<file path="src/rtl/trinity_trit_pkg.sv">
// Shared trit encodings and FSM state type for the gene mutator.
package trinity_trit_pkg;

    typedef logic [1:0] trit_t;

    localparam trit_t TRIT_Z   = 2'b00;
    localparam trit_t TRIT_P   = 2'b01;
    localparam trit_t TRIT_N   = 2'b10;
    localparam trit_t TRIT_INV = 2'b11;

    typedef enum logic [1:0] {
        IDLE = 2'd0,
        RUN  = 2'd1,
        DONE = 2'd2
    } state_t;

endpackage

</file>
<file path="src/rtl/trinity_trit_adder.sv">
// Combinational balanced-ternary trit adder used on the genome RMW path.
// Default: saturating (P+P=P, N+N=N).
// TRINITY_TRIT_WRAP_EN: modular balanced ternary (P+P=N, N+N=P, carry dropped).
// An 11 encoding on either operand is treated as Z.
module trinity_trit_adder
    import trinity_trit_pkg::*;
(
    input  trit_t a,
    input  trit_t b,
    output trit_t y
);

    trit_t a_eff;
    trit_t b_eff;

    // Sum of two trits; only the equal-nonzero case depends on the build option.
    always_comb begin
        a_eff = (a == TRIT_INV) ? TRIT_Z : a;
        b_eff = (b == TRIT_INV) ? TRIT_Z : b;
        y     = a_eff;
        if (b_eff == TRIT_Z) begin
            y = a_eff;
        end else if (a_eff == TRIT_Z) begin
            y = b_eff;
        end else if (a_eff != b_eff) begin
            y = TRIT_Z;
        end else begin
`ifdef TRINITY_TRIT_WRAP_EN
            y = (a_eff == TRIT_P) ? TRIT_N : TRIT_P;
`else
            y = a_eff;
`endif
        end
    end

endmodule

</file>
<file path="src/rtl/trinity_gene_mutator.sv">
// Consumer of the mutation stream: holds the genome, applies one mutation trit
// per accepted handshake to genome[ptr], sweeping the genome once per start.
// Optional build macro TRINITY_TRIT_WRAP_EN selects wrapping trit addition
// (handled inside trinity_trit_adder).
module trinity_gene_mutator
    import trinity_trit_pkg::*;
#(
    parameter int GENOME_LEN = 27,
    parameter int ADDR_W     = $clog2(GENOME_LEN),
    parameter int CNT_W      = 16
) (
    input  logic              clk,
    input  logic              rst_n,
    input  logic              start,
    input  logic              mut_valid,
    input  logic [1:0]        mut_trit,
    output logic              mut_ready,
    input  logic              ld_we,
    input  logic [ADDR_W-1:0] ld_addr,
    input  logic [1:0]        ld_trit,
    input  logic [ADDR_W-1:0] rd_addr,
    output logic [1:0]        rd_trit,
    output logic              busy,
    output logic              done,
    output logic [CNT_W-1:0]  mut_count,
    output logic              err_sticky
);

    localparam logic [ADDR_W-1:0] LAST = ADDR_W'(GENOME_LEN - 1);

    state_t                  state, state_nxt;
    trit_t [GENOME_LEN-1:0]  genome;
    logic  [ADDR_W-1:0]      ptr;
    trit_t                   cur_trit;
    trit_t                   sum_trit;
    logic                    accept;
    logic                    start_ok;
    logic                    ld_ok;

    assign accept   = mut_valid & (state == RUN);
    assign start_ok = start & (state == IDLE);
    // Loads only land in IDLE and only for addresses inside the genome.
    assign ld_ok    = ld_we & (state == IDLE) & (ld_addr <= LAST);
    assign cur_trit = genome[ptr];

    assign mut_ready = (state == RUN);
    assign busy      = (state == RUN);
    assign done      = (state == DONE);

    trinity_trit_adder u_add (
        .a (cur_trit),
        .b (mut_trit),
        .y (sum_trit)
    );

    // State register.
    always_ff @(posedge clk or negedge rst_n) begin
        if (!rst_n) state <= IDLE;
        else        state <= state_nxt;
    end

    // Next-state: one sweep per start, DONE lasts exactly one cycle.
    always_comb begin
        state_nxt = state;
        unique case (state)
            IDLE:    if (start) state_nxt = RUN;
            RUN:     if (accept && (ptr == LAST)) state_nxt = DONE;
            DONE:    state_nxt = IDLE;
            default: state_nxt = IDLE;
        endcase
    end

    // Genome storage, sweep pointer, mutation counter and error flag.
    always_ff @(posedge clk or negedge rst_n) begin
        if (!rst_n) begin
            genome     <= '0;
            ptr        <= '0;
            mut_count  <= '0;
            err_sticky <= 1'b0;
        end else begin
            if (start_ok) begin
                ptr        <= '0;
                mut_count  <= '0;
                err_sticky <= 1'b0;
            end
            if (ld_ok)
                genome[ld_addr] <= (ld_trit == TRIT_INV) ? TRIT_Z : ld_trit;
            if (accept) begin
                genome[ptr] <= sum_trit;
                ptr         <= (ptr == LAST) ? '0 : ptr + 1'b1;
                if (mut_trit == TRIT_INV)
                    err_sticky <= 1'b1;
                else if ((mut_trit != TRIT_Z) && !(&mut_count))
                    mut_count <= mut_count + 1'b1;
            end
        end
    end

    // Registered readout; sees the pre-write value on a same-cycle write.
    always_ff @(posedge clk or negedge rst_n) begin
        if (!rst_n)              rd_trit <= TRIT_Z;
        else if (rd_addr <= LAST) rd_trit <= genome[rd_addr];
        else                     rd_trit <= TRIT_Z;
    end

endmodule

</file>
<file path="config.mk">
export PLATFORM = sky130hd
export DESIGN_NAME = trinity_gene_mutator
export DESIGN_NICKNAME = d
export VERILOG_FILES = /design/src/rtl/trinity_trit_pkg.sv /design/src/rtl/trinity_trit_adder.sv /design/src/rtl/trinity_gene_mutator.sv
export SDC_FILE = /design/constraint.sdc
export NUM_CORES = 1
export LEC_CHECK = 0
export CAP_MARGIN = 10
export CELL_PAD_IN_SITES_DETAIL_PLACEMENT = 1
export CELL_PAD_IN_SITES_GLOBAL_PLACEMENT = 2
export CORE_MARGIN = 10
export CORE_UTILIZATION = 38
export DETAILED_ROUTE_END_ITERATION = 7
export PLACE_DENSITY = 0.81
export SLEW_MARGIN = 10
export SYNTH_ARGS = -nofsm -noshare
export SYNTH_HDL_FRONTEND = slang
export SYNTH_SLANG_ARGS = --single-unit
export TNS_END_PERCENT = 30
</file>
<file path="constraint.sdc">
create_clock -name clk -period 4.4 [get_ports clk]
set_input_delay 0.66 -clock clk [delete_from_list [all_inputs] [get_ports clk]]
set_output_delay 0.66 -clock clk [all_outputs]
set_load 0.05 [all_outputs]
</file>
Figure 1. Zoomed window.
Window x 54 to 84, y 54 to 84 µm. Cells in grey, sequential cells in the stronger grey; small squares are vias.
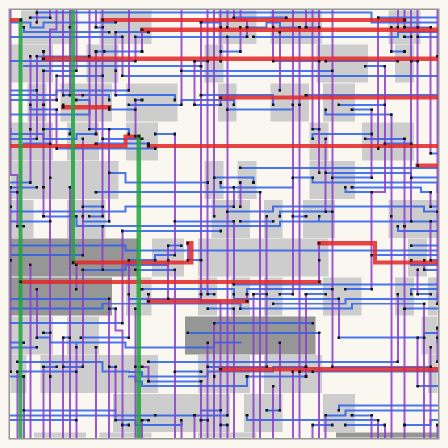
met1 -> blue
met3 -> red
met4 -> green
met2 -> purple
most frequent = nand2_1 (11), mux2i_1 (9), nor2b_1 (5)
netlist names of flops here include = genome (3)
sequential cells in the window = 3
cells with their middle in the window = 49

Figure 2. Signal wires by layer.
Scale: 3 px per µm. Two of the layers only.
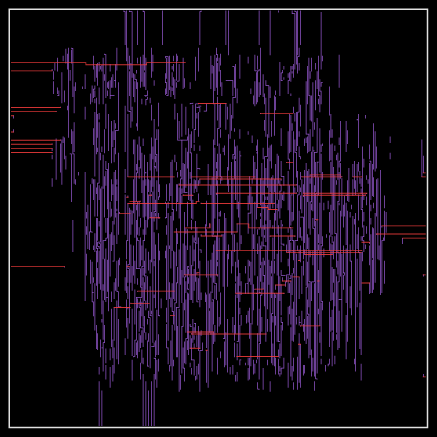
met2 -> purple  # wire length 9210 µm
met3 -> red  # wire length 789 µm
total via count in the routed design: 4724
total global-route track usage: 19.06%
total length of routed wires: 18.51 mm
post-DR wirelength/cell: 24.32 µm

Figure 3. Wire density map.
Scale: 2 px per µm. The die is cut into 28 by 28 equal tiles; dark purple is low, yellow is high, scaled to the fullest tile. Values are wire area over tile area, all layers added.
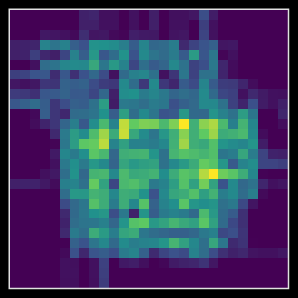
nearly empty tiles = 29%
emptiest ninth of the die = upper right
tiles over half the peak = 18%
fullest tile = 0.59

Figure 4. Logic cells by family.
Scale: 3 px per µm.
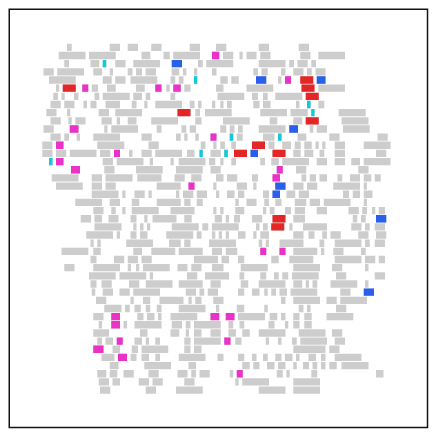
AND and OR gates -> magenta  # cells 25, most used and3_1
inverters -> cyan  # cells 9, most used inv_1
AND-OR and OR-AND gates -> blue  # cells 9
adder and majority cells -> red  # cells 11, most used ha_1
share of the final layout cell area in multi-input gates: 51.15%
number of cells in the finished layout apart from fillers: 761

Figure 5. Placement view.
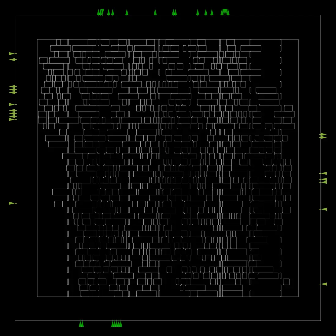
site row count: 43
final core utilization: 44.92%
flip-flop and latch count: 80

==> job_summary.md <==
## Synthesis and layout report

| Metric | Value |
|---|---|
| Sequential fraction of the synthesis area | ~37% |
| Final weighted congestion in routability-driven placement | about 0.94 |
| Root buf cell | sky130_fd_sc_hd__clkbuf_16 |
| Relative slew margins | 27.61% |
| Basic Gates by Area | between 10% and 20% |
| Die X | ~140 µm |
| Synth warnings | 0 |
| Initial antenna violation count | 0 |
| Leftover overflow at the end of global routing | 0 |
| Synth unique cells | 62 |
| Top post-synthesis cells by count | sky130_fd_sc_hd__dfrtp_1, sky130_fd_sc_hd__mux2i_1, sky130_fd_sc_hd__nand2_1, sky130_fd_sc_hd__nor2_1, sky130_fd_sc_hd__o21ai_0 |
| Chip area | 0.01930 mm² |
| Multi-input gates | 426 |
| Wire length of the first global-routing pass | between 20 and 30 mm |
| Initial standard-cell utilization of the core | 38.72% |
| Crit path time final | 3.619 ns |
| Number of endpoints failing setup at the final stage | 0 |
| Leakage power figure | 0.002644 µW |
| Critical path data required time | between 4 and 5 ns |
| CTS Buf Count | 9 |
| Total placed instance area | 0.005923 mm² |
| Layout clock area frac | 4.997% |
| Hold buffers post-CTS | 0 |
| Cell with the biggest individual delay on the critical path | sky130_fd_sc_hd__dfrtp_1 |
| AND-OR/OR-AND Cells, Area Fraction | 15.20% |
| Slew of the pin with the lowest slew margin | 1.083 ns |
| Top area contributor share | 37.24% |
| TritonCTS clock tree | yes |
| Number of I/O pins | about 41 |
| Count of inverters other than clock inverters in the layout | 9 |
| Die y size | between 100 and 150 µm |
| DR iter-0 viols | 363 |
| Number of clock buffers in the layout | 10 |
| Destination of the worst register-to-register timing path | genome[8] |
| Dominant comb cell | multiplexers |
| H-tree Lvls | 3 |
| Endpoints failing hold | 0 |
| Commonest non-fill, non-tap cells in the layout | sky130_fd_sc_hd__mux2i_1, sky130_fd_sc_hd__dfrtp_1, sky130_fd_sc_hd__nand2_1 |
| Pin count of the biggest net entering global routing | 46 |
| CTS-repair resized insts | 0 |
| Post-CTS setup buffer count | 0 |
| Final worst-path setup slack | 0.7814 ns |
| Clock Sink Count | 80 |
| Setup slack after placement | 0.7828 ns |
| Post-synthesis cell type with the largest combined area | sky130_fd_sc_hd__dfrtp_1 |
| Run status | complete, no violations |
| Cell area after technology mapping | 0.005375 mm² |
| CTS Buffer Depth | 2 |
| Fraction of area in registers | 32.11% |
| Flip-flops with a built-in enable | 0 |
| Logic area | 0.003189 mm² |
| Worst reg-to-reg setup slack | about 0.78 ns |
| Post-Synthesis Net Count | 586 |
| Synthesized area per cell | 9.668 µm² |
| Antenna cell count | 0 |
| Drt first pass iters | 4 |
| Sort of element at the end of the critical path | flip-flop |
| Net count of the finished layout | around 600 |
| Startpoint type of the worst setup path | flip-flop |
| Portion of the layout cell area used by non-clock buffers | 7.586% |
| Ratio of total power to cell area | 488.2 mW/mm² |
| Max IR drop VDD | approximately 300 µV |
| Worst hold margin | ~0.32 ns |
| Tap cells | 180 |
| Fill cell instance count of the final layout | 1564 |
==> state kept, by name, summed over array words and instances (netlist names) <==
signal and count:
state 2, ptr 5, mut_count 16, genome 54, err_sticky 1, rd_trit 2
==> logic make-up after synthesis <==
kind of cell	count (synthesis)
adder cells (fa/ha/maj)	11
flip-flops	80
XOR/XNOR	4
AND-OR/OR-AND	123
buffers and inverters	50
multiplexers	100
AND/OR/NAND/NOR	188
==> routing by layer <==
metal | routed length [µm] | share of wire [%] | vias to the layer above | global-route usage (%)
met1 | 8133 | 44 | 2448 | 24.11
met5 | 0 | 0 | - | 0
met4 | 380 | 2.1 | 0 | 6.535
met3 | 788 | 4.3 | 29 | 3.288
li1 | - | - | 2141 | -
met2 | 9205 | 50 | 106 | 31.95
==> worst max-delay path: cells and delay by family, from the launching register on <==
| family | cells | cell delay, ns |
|---|---|---|
| simple gates | 3 | 0.68 |
| xor+xnor | 1 | 0.14 |
| fa+ha+maj | 1 | 0.27 |
| mux | 1 | 0.22 |
| compound gates | 4 | 0.61 |
| flops | 1 | 0.78 |
| buf+inv | 2 | 0.74 |
==> how the worst min path moves through the flow <==
| stage | slack, ns | startpoint | endpoint |
|---|---|---|---|
| after floorplan | 0.36 | rst_n | err_sticky |
| after global placement | 0.49 | mut_count[12] | mut_count[12] |
| after detailed placement | 0.49 | err_sticky | err_sticky |
| after CTS | 0.35 | rst_n | genome[19] |
| after global routing | 0.37 | rst_n | genome[20] |
| final | 0.32 | rst_n | genome[21] |
==> power breakdown <==
part           switching (µW)  internal (µW)
sequential                229            891
clock                     330            462
combinational             675            458
total                    1230           1810
Power and IR drop assume default switching activity.
